$ cat src/rtl/entrada_tentativa.sv
// Input conditioner for the attempt display stage: synchronizes the ENTER key and switches, debounces the key,
// emits one enter pulse per accepted press and counts attempts. Macro ENTRADA_DEBOUNCE_EN enables the debounce counter.
module entrada_tentativa #(
  parameter int unsigned W               = 6,
  parameter int unsigned DEBOUNCE_CYCLES = 1000000,
  parameter int unsigned MAX_TENTATIVAS  = 10
) (
  input  logic                                clk,
  input  logic                                rst,
  input  logic                                key_enter_n,
  input  logic [W-1:0]                        sw,
  input  logic                                travar,
  output logic                                enter,
  output logic [W-1:0]                        tentativa,
  output logic [$clog2(MAX_TENTATIVAS+1)-1:0] num_tentativas,
  output logic                                esgotou
);

  localparam int unsigned NW = $clog2(MAX_TENTATIVAS + 1);

  localparam logic [1:0] OCIOSO      = 2'd0;
  localparam logic [1:0] CONF_PRESS  = 2'd1;
  localparam logic [1:0] PRESSIONADO = 2'd2;
  localparam logic [1:0] CONF_SOLTA  = 2'd3;

`ifdef ENTRADA_DEBOUNCE_EN
  localparam int unsigned CW = ($clog2(DEBOUNCE_CYCLES) > 16) ? $clog2(DEBOUNCE_CYCLES) : 16;
  localparam logic [1:0]  RST_STATE = CONF_SOLTA;
  logic [CW-1:0] r_cnt;
  logic [CW-1:0] w_cnt_nx;
`else
  localparam logic [1:0]  RST_STATE = PRESSIONADO;
`endif

  logic [1:0]   r_key_sync;
  logic [W-1:0] r_sw_meta;
  logic [W-1:0] r_sw_s;
  logic [1:0]   r_state;
  logic [1:0]   w_state_nx;
  logic         w_press;
  logic         w_accept;
  logic         w_key_s;
  logic         r_enter;
  logic [W-1:0] r_tentativa;
  logic [NW-1:0] r_num;

  assign w_key_s = r_key_sync[1];

  // Two-flop synchronizers; the key resets to released so a held key is never seen as a fresh press.
  always_ff @(posedge clk or posedge rst) begin
    if (rst) begin
      r_key_sync <= 2'b11;
      r_sw_meta  <= '0;
      r_sw_s     <= '0;
    end else begin
      r_key_sync <= {r_key_sync[0], key_enter_n};
      r_sw_meta  <= sw;
      r_sw_s     <= r_sw_meta;
    end
  end

  always_ff @(posedge clk or posedge rst) begin
    if (rst) begin
      r_state <= RST_STATE;
`ifdef ENTRADA_DEBOUNCE_EN
      r_cnt   <= '0;
`endif
    end else begin
      r_state <= w_state_nx;
`ifdef ENTRADA_DEBOUNCE_EN
      r_cnt   <= w_cnt_nx;
`endif
    end
  end

  always_comb begin
    w_state_nx = r_state;
    w_press    = 1'b0;
`ifdef ENTRADA_DEBOUNCE_EN
    w_cnt_nx   = r_cnt;
    case (r_state)
      OCIOSO: begin
        if (!w_key_s) begin
          w_state_nx = CONF_PRESS;
          w_cnt_nx   = '0;
        end
      end
      CONF_PRESS: begin
        if (w_key_s) begin
          w_state_nx = OCIOSO;
        end else if (r_cnt == CW'(DEBOUNCE_CYCLES - 1)) begin
          w_state_nx = PRESSIONADO;
          w_press    = 1'b1;
        end else begin
          w_cnt_nx = r_cnt + CW'(1);
        end
      end
      PRESSIONADO: begin
        if (w_key_s) begin
          w_state_nx = CONF_SOLTA;
          w_cnt_nx   = '0;
        end
      end
      default: begin
        if (!w_key_s) begin
          w_state_nx = PRESSIONADO;
        end else if (r_cnt == CW'(DEBOUNCE_CYCLES - 1)) begin
          w_state_nx = OCIOSO;
        end else begin
          w_cnt_nx = r_cnt + CW'(1);
        end
      end
    endcase
`else
    case (r_state)
      OCIOSO: begin
        if (!w_key_s) begin
          w_state_nx = PRESSIONADO;
          w_press    = 1'b1;
        end
      end
      PRESSIONADO: begin
        if (w_key_s) w_state_nx = OCIOSO;
      end
      default: w_state_nx = PRESSIONADO;
    endcase
`endif
  end

  // Lock or exhausted limit suppress the accept but never stall the FSM.
  assign w_accept = w_press & ~travar & ~esgotou;

  always_ff @(posedge clk or posedge rst) begin
    if (rst) begin
      r_enter     <= 1'b0;
      r_tentativa <= '0;
      r_num       <= '0;
    end else begin
      r_enter <= w_accept;
      if (w_accept) begin
        r_tentativa <= r_sw_s;
        r_num       <= r_num + NW'(1);
      end
    end
  end

  assign enter          = r_enter;
  assign tentativa      = r_tentativa;
  assign num_tentativas = r_num;
  assign esgotou        = (r_num == NW'(MAX_TENTATIVAS));

endmodule

$ cat config.mk
export PLATFORM = sky130hd
export DESIGN_NAME = entrada_tentativa
export DESIGN_NICKNAME = d
export VERILOG_FILES = /design/src/rtl/entrada_tentativa.sv
export SDC_FILE = /design/constraint.sdc
export NUM_CORES = 1
export LEC_CHECK = 0
export ABC_AREA = 0
export CAP_MARGIN = 5
export CORE_MARGIN = 5
export CORE_UTILIZATION = 35
export CTS_CLUSTER_SIZE = 8
export DETAILED_ROUTE_END_ITERATION = 6
export PLACE_DENSITY_LB_ADDON = 0.15
export SLEW_MARGIN = 20
export SYNTH_ARGS = -nofsm -noshare
export SYNTH_HDL_FRONTEND = slang
export SYNTH_SLANG_ARGS = --single-unit
$ cat constraint.sdc
create_clock -name clk -period 2.2 [get_ports clk]
set_input_delay 0.22 -clock clk [delete_from_list [all_inputs] [get_ports clk]]
set_output_delay 0.22 -clock clk [all_outputs]
set_load 0.005 [all_outputs]
Run 1, cell placement:
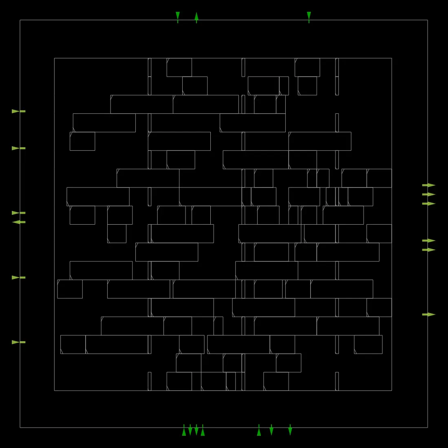
flip-flops: 26
post-layout util: 48.0%
fillers: 231
Core Rows: 18
Placeable Area: 2430 µm²

Run 1, M1 wires:
Supply wires on this layer in grey.
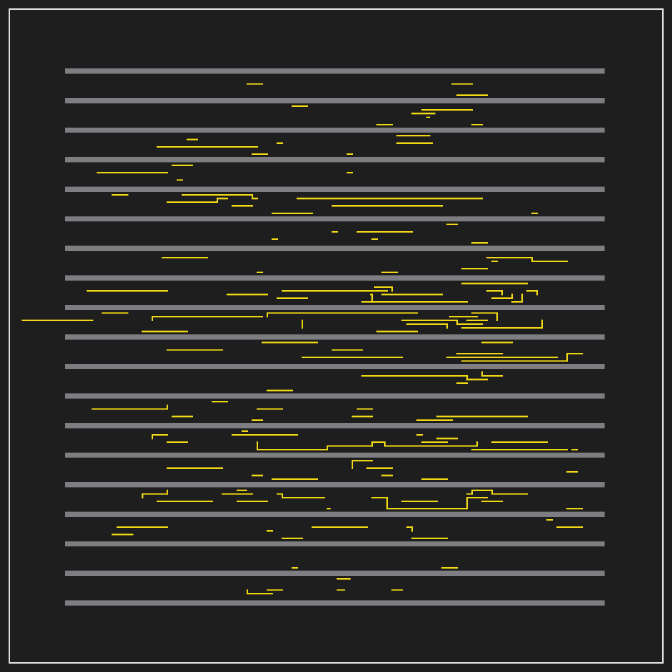
- longest straight run: 17.0 µm
- wire length on this layer: 481 µm
- share of all routed wire: 41%
- nets with wire on the layer: 76
- main direction: horizontal

Run 1, signal metal coverage by tile:
The die is cut into 12 by 12 equal tiles; black is low, pale yellow is high, scaled to the fullest tile. Values are wire area over tile area, all layers added.
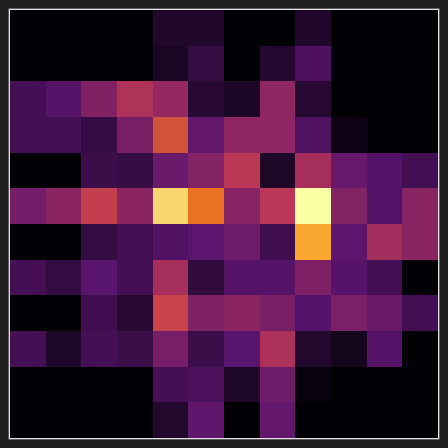
- fullest tile: 0.29
- emptiest ninth of the die: upper right
- tiles over half the peak: 4.9%
- mean over tiles: 0.054
- nearly empty tiles: 32%

==> impl_metrics.yaml, run 1 <==
# generated from flow reports
global_routing:
  antenna_found_initial: 0
  grt_pass1_wl_um: 2060
  met3_usage_pct: 5.18
  track_usage_pct: 8.15
  globalRoute.totalOverflow: 0
  met2_usage_pct: 13.3
die:
  tap_cells: 30
  ios: 22
layout:
  clk_share_pct: 3.11
  buffers_excl_clock: 22
  seq_share_pct: 56.1
  syn_to_final_growth_pct: 33.3
  largestClassByArea: "sequential cells"
  seq_area_um2: 654
  final_area_um2: 1170
  n_all_inverters: 6
synth:
  ys.flop_type: "dfrtp_1"
  fp_nets: 66
  synth_compound_gate_area_share_pct: 2.43
  fa_ha_area_share_pct: 4.29
  netlist_instances: 53
  ys_cells: 53
  netlist_logic_family_top: "multiplexers"
  syn_area_per_cell_um2: 16.5
  ys_warn_count: 0
  synth_area_um2: 876
  netlist-cell-type-count: 13
  ys_ff: 26
  most_common_cell: "dfrtp_1"
  ys_sh_simple_pct: 2.86
setup_path:
  path_delay_family: "buffers and inverters"
  path_class: "flop to primary output"
  r2r_slack_ns: 0.59
  startpoint: "num_tentativas[0]$_DFFE_PP0P_"
  cp_cell_sequence: "inv_1 -> ha_1 -> nand2_1 -> nor2_1 -> clkdlybuf4s50_1"
  reg2reg_from: "r_state[1]$_DFFE_PP1P_"
  max_stage_delay_ns: 0.50
  worst-path-stages: 5
  reg2reg_depth: 5
power_and_ir_drop:
  p_per_area_nw_per_um2: 1160
  p_seq_uw: 697
  ir_worst_vdd_uv: 628
  p_clk_uw: 230
  power.internal_uw: 1000
  power-top-group: "sequential cells"
  p_leak_uw: 0.000530
clock_network:
  clock_sinks: 26
  cts_tree: "built"
  cts_resized: 0
  htreeDepth: 1
  numCtsBuffers: 3
place:
  pre_cts_slack_ns: 0.587
  gp_congestion: 0.698
  portBuffers: 21
detailed_routing:
  dr_total_vias: 466
  via_per_inst: 4.28
  wl_met1_um: 480
  drtPass1Iterations: 2
  ant_nets: 0
timing:
  rsz0062_at_grt: "false"
  whs_ns: 0.227
  tightest_slew_ns: 0.346
  max_freq_mhz: 522
  drv_slew: 0
  setup_viol: 0
  maxSlewHeadroom_pct: 76.9
  setup_ws_ns: 0.285
outcome:
  status: "complete, no violations"
min_path:
  hp-class: "input pin to asynchronous set/reset pin"
job:
  maxCapViolations: 0
run 1: layout by cell type, fill, tap and decap left out:
| master | netlist | final |
|---|---|---|
| a21oi_1 | 1 | 1 |
| and2b_1 | 1 | 1 |
| buf_4 | 0 | 1 |
| clkbuf_4 | 0 | 3 |
| clkbuf_8 | 0 | 1 |
| clkdlybuf4s50_1 | 0 | 21 |
| dfrtp_1 | 23 | 23 |
| dfstp_2 | 3 | 3 |
| ha_1 | 3 | 3 |
| inv_1 | 6 | 6 |
| mux2_2 | 7 | 7 |
| mux2i_1 | 1 | 1 |
| nand2_1 | 2 | 2 |
| nand4_1 | 1 | 1 |
| nor2_1 | 1 | 1 |
| o21ai_4 | 1 | 1 |
| xnor2_1 | 3 | 3 |
==> run 2: changes to the inputs <==
--- a/config.mk
+++ b/config.mk
@@ -12,4 +12,5 @@
 export CTS_CLUSTER_SIZE = 8
 export DETAILED_ROUTE_END_ITERATION = 6
+export GPL_TIMING_DRIVEN = 0
 export PLACE_DENSITY_LB_ADDON = 0.15
 export SLEW_MARGIN = 20
==> constraint.sdc (replaced) <==
create_clock -name clk -period 2.2 [get_ports clk]
set_input_delay 0.22 -clock clk [delete_from_list [all_inputs] [get_ports clk]]
set_output_delay 0.22 -clock clk [all_outputs]
set_load 0.02 [all_outputs]
Run 2, M1 wires:
Supply wires on this layer in grey.
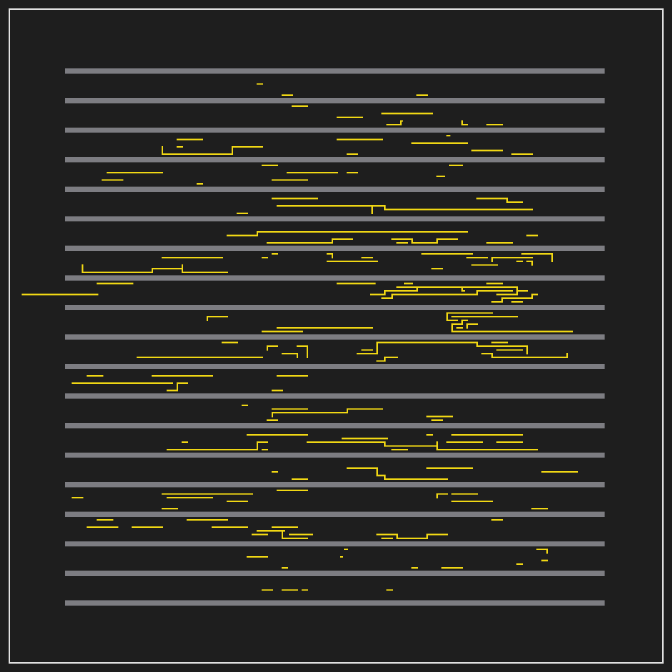
- longest straight run: 19.3 µm
- nets with wire on the layer: 74
- main direction: horizontal
- share of all routed wire: 41%
- wire length on this layer: 519 µm

==> run 2 against run 1 <==
Effect of this change: first-iteration DRC count shrank 81%; die area is the same; maximum frequency shrank 6.8%; critical path depth is the same; non-clock buffer count shrank 1; clock skew shrank 0.0030 ns; routed wire length grew 5.9%; combinational power grew 28%.
==> impl_metrics.yaml, run 2 <==
# generated from flow reports
synth:
  netlist-cell-type-count: 13
  syn_area_per_cell_um2: 16.5
  fp_nets: 66
  edf_count: 0
  synth_area_um2: 876
  ys_warn_count: 0
  common_cells: "23 x dfrtp_1, 7 x mux2_2, 6 x inv_1"
  async_reset_ff_share_pct: 100
  ys_ff: 26
  yosys_area_um2: 876
  most_common_cell: "dfrtp_1"
  ys_cells: 53
  synth_top_cell_by_area: "dfrtp_1"
  netlist_instances: 53
  ys.flop_type: "dfrtp_1"
detailed_routing:
  wl_met3_um: 96
  drtPass1Iterations: 2
  post_drt_wl_per_cell_um: 11.6
  wl_met1_um: 518
  highest_layer: "met4"
  drtIter0Drc: 3
  drc: 0
  ant_nets: 0
  wl_met2_um: 622
  dr_total_vias: 460
  via_per_inst: 4.26
power_and_ir_drop:
  power-top-group: "sequential cells"
  seqPwrFrac_pct: 47.2
  p_per_area_nw_per_um2: 1280
  p_total_uw: 1480
  p_seq_uw: 700
  p_leak_uw: 0.000525
  switchingPower_uw: 480
  p_clk_uw: 231
  ir_worst_vdd_uv: 591
  power.internal_uw: 1000
min_path:
  holdPathStages: 1
  min_from: "key_enter_n"
  hp-class: "input pin to flop"
place:
  detailed_place_hpwl_um: 882
  pre_cts_slack_ns: 0.495
  gp_congestion: 0.700
  portBuffers: 21
clock_network:
  clk_path_buf_depth: 2
  cts_resized: 0
  clock_sinks: 26
  htreeDepth: 1
  cts_tree: "built"
  cts_hold_buf: 0
  numCtsBuffers: 3
  clk_pin_slew_ns: 0.13
  clkLatencyLatePin_ns: 0.31
  post-cts-setup-buffers: 0
outcome:
  status: "complete, no violations"
setup_path:
  reg2reg_from: "num_tentativas[0]$_DFFE_PP0P_"
  path_class: "flop to primary output"
  cp-start-kind: "flop"
  startpoint: "num_tentativas[0]$_DFFE_PP0P_"
  cp_max_fo: 5
  cp.required_ns: 1.98
  r2r_slack_ns: 0.58
  reg2reg_depth: 5
timing:
  rsz0062_at_grt: "false"
  finalClockSkew_ns: 0.00445
  setup_viol: 0
  setup_tns_ns: 0
  whs_ns: 0.305
  hold_viol: 0
  maxSlewHeadroom_pct: 38.1
  max_freq_mhz: 487
  setup_ws_ns: 0.146
  post-route-period-util_pct: 93.4
  drv_slew: 0
  tightest_slew_ns: 0.928
  period_needed_ns: 2.05
global_routing:
  antenna_found_initial: 0
  grt_pass1_wl_um: 2170
  busiest_layer: "met2"
  met3_usage_pct: 2.38
  track_usage_pct: 8.28
  grt_util_met1_pct: 9.02
  grt_max_degree: 27
  grt_pass1_vias: 527
  globalRoute.totalOverflow: 0
  met2_usage_pct: 14.2
layout:
  syn_to_final_growth_pct: 32.4
  comb_area_um2: 199
  final_area_um2: 1160
  mostFrequentLayoutCells: "23 x dfrtp_1, 21 x clkdlybuf4s50_1, 7 x mux2_2"
  layout.cells.most_common: "dfrtp_1"
  fin_util_pct: 47.7
  drive_gt1_share_pct: 19.2
  seq_area_um2: 654
  fillers: 226
  final_cell_count_no_fill: 108
die:
  fp.dieH_um: 60.0
  die_x_um: 60.0
  std_cell_rows: 18
  ios: 22
  fp.coreArea_um2: 2430
  chipArea_um2: 3600
job:
  warnings: 27
  maxCapViolations: 0
Run 2, signal metal coverage by tile:
The die is cut into 12 by 12 equal tiles; black is low, pale yellow is high, scaled to the fullest tile. Values are wire area over tile area, all layers added.
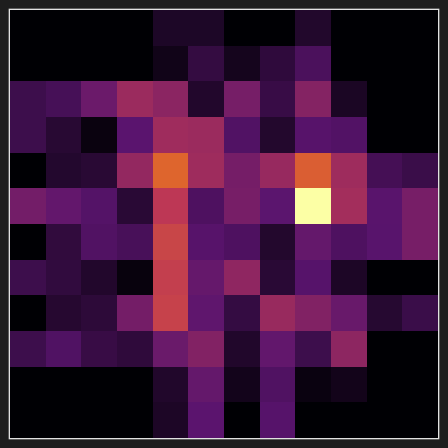
- fullest tile: 0.33
- densest ninth of the die: centre
- nearly empty tiles: 29%
- mean over tiles: 0.056

## run 2: logic make-up (layout without fill, tap and decap cells)
logic type / Yosys count / count (layout) / synth area share [%]
flops: 26 / 26 / 74.7
xor+xnor: 3 / 3 / 3.00
compound gates: 2 / 2 / 2.43
mux: 8 / 8 / 10.1
buf+inv: 6 / 31 / 2.57
simple gates: 5 / 5 / 2.86
fa+ha+maj: 3 / 3 / 4.29
## run 2: worst max-delay path, cell delays in order, from the launching register on
cell and delay, ns:
dfrtp_1 0.46, inv_1 0.08, ha_1 0.17, nand2_1 0.11, nor2_1 0.10, clkdlybuf4s50_1 0.61
## run 2: final cells by class
type | count | area share (%)
flip-flops and latches | 26 | 56.4
well taps | 30 | 3.24
inverters | 6 | 1.94
clock buffers | 4 | 3.13
multi-input cells | 21 | 17.2
repair buffers | 21 | 18.1
==> run 3: changes to the inputs <==
- CTS_CLUSTER_SIZE: 8 -> unset
==> run 3 against run 2 <==
Effect of this change: maximum frequency stayed put; clock skew unchanged; setup slack is the same; design area is the same; global-route usage unchanged; cell count is the same; clock power about the same; non-clock buffer count is the same.
==> impl_metrics.yaml, run 3 <==
# generated from flow reports
place:
  pre_cts_slack_ns: 0.495
  detailed_place_hpwl_um: 882
  portBuffers: 21
  gp_congestion: 0.700
detailed_routing:
  post_drt_wl_per_cell_um: 11.6
  drtIter0Drc: 3
  drc: 0
  wl_met1_um: 518
  dr_total_vias: 460
  wl_met2_um: 622
  drtPass1Iterations: 2
  wl_met3_um: 96
  highest_layer: "met4"
synth:
  edf_count: 0
  netlist_instances: 53
  async_reset_ff_share_pct: 100
  ys_sh_simple_pct: 2.86
  synth_top_cell_by_area: "dfrtp_1"
  mux_share_pct: 10.1
  yosys_area_um2: 876
  ys_warn_count: 0
  common_cells: "23 x dfrtp_1, 7 x mux2_2, 6 x inv_1"
  netlist_logic_family_top: "multiplexers"
  synth_compound_gate_area_share_pct: 2.43
  ys_sh_xor_pct: 3.00
  ys.flop_type: "dfrtp_1"
  netlist-cell-type-count: 13
  ys_cells: 53
  fp_nets: 66
  ys_ff: 26
  syn_area_per_cell_um2: 16.5
  most_common_cell: "dfrtp_1"
min_path:
  hp-class: "input pin to flop"
setup_path:
  path_class: "flop to primary output"
  worst-path-buf-inv: 2
  slowest_stage: "clkdlybuf4s50_1"
  cp.required_ns: 1.98
  max_stage_delay_ns: 0.61
  cp_max_fo: 5
  path_delay_family: "buffers and inverters"
  cp_cell_sequence: "inv_1 -> ha_1 -> nand2_1 -> nor2_1 -> clkdlybuf4s50_1"
global_routing:
  grt_pass1_vias: 527
  globalRoute.totalOverflow: 0
  track_usage_pct: 8.28
  grt_max_degree: 27
  grt_pass1_wl_um: 2170
layout:
  final_area_um2: 1160
  fillers: 226
  flops: 26
  seq_area_um2: 654
  drive_gt1_share_pct: 19.2
  final_cell_count_no_fill: 108
  comb.multi_input.count: 21
  clk_share_pct: 3.13
  clkbuf_count: 4
  layout.cells.most_common: "dfrtp_1"
  comb_share_pct: 17.2
  fin_util_pct: 47.7
  n_all_inverters: 6
  mostFrequentLayoutCells: "23 x dfrtp_1, 21 x clkdlybuf4s50_1, 7 x mux2_2"
  buffers_excl_clock: 21
  comb_area_um2: 199
  largestClassByArea: "sequential cells"
power_and_ir_drop:
  p_total_uw: 1480
  p_leak_uw: 0.000525
  switchingPower_uw: 480
  power-top-group: "sequential cells"
  seqPwrFrac_pct: 47.2
  ir_worst_vdd_uv: 591
  p_seq_uw: 700
clock_network:
  clock_sinks: 26
  clk_pin_slew_ns: 0.13
  cts_resized: 0
  cts_tree: "built"
  post-cts-setup-buffers: 0
  cts_hold_buf: 0
die:
  fp.dieH_um: 60.0
  ios: 22
  fp.coreArea_um2: 2430
  std_cell_rows: 18
  die_x_um: 60.0
  chipArea_um2: 3600
timing:
  post-route-period-util_pct: 93.4
  max_freq_mhz: 487
  drv_slew: 0
  setup_ws_ns: 0.146
  period_needed_ns: 2.05
  setup_viol: 0
  rsz0062_at_grt: "false"
  maxSlewHeadroom_pct: 38.1
  tightest_slew_ns: 0.928
  setup_tns_ns: 0
  hold_viol: 0
outcome:
  status: "complete, no violations"
job:
  warnings: 27
[run 3: final timing paths]
path	slack, ns	from	depth (start not counted)	end
max in group asynchronous	1.24	rst	2	r_sw_s[2]$_DFF_PP0_
worst min-delay path	0.31	key_enter_n	1	r_key_sync[0]$_DFF_PP1_
worst max register to register	0.58	num_tentativas[0]$_DFFE_PP0P_	5	tentativa[3]$_DFFE_PP0P_
worst min register to register	0.36	r_sw_meta[0]$_DFF_PP0_	0	r_sw_s[0]$_DFF_PP0_
min in group asynchronous	0.40	rst	2	enter$_DFF_PP0_
worst max-delay path	0.15	num_tentativas[0]$_DFFE_PP0P_	5	esgotou
[run 3: metal layers]
metal  track usage [%]  vias to the layer above
li1                  -                      217
met1              9.02                      229
met2              14.2                       12
met3              2.38                        2
met4              4.75                        0
met5                 0                        -
Run 3, cell placement:
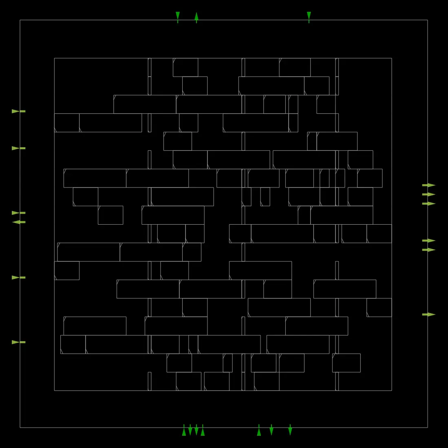
Seq area share: 56.4%
num tapcells: 30

Run 3, routed metal, one colour a layer:
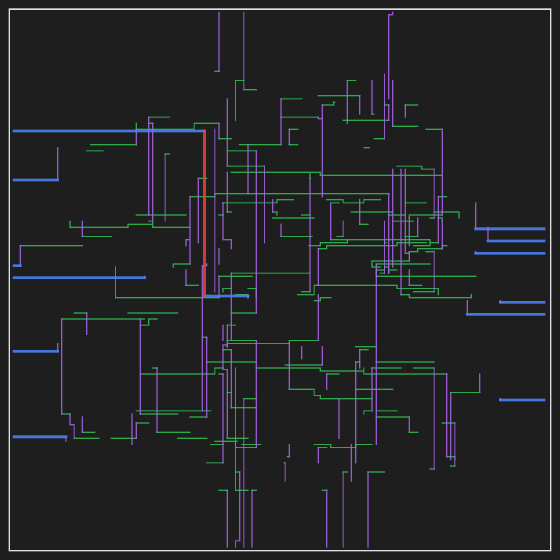
- purple: M2 (wire length 622 µm)
- red: M4 (wire length 18.4 µm)
- green: M1 (wire length 519 µm)
- blue: M3 (wire length 96.1 µm)

Power and IR drop assume default switching activity.
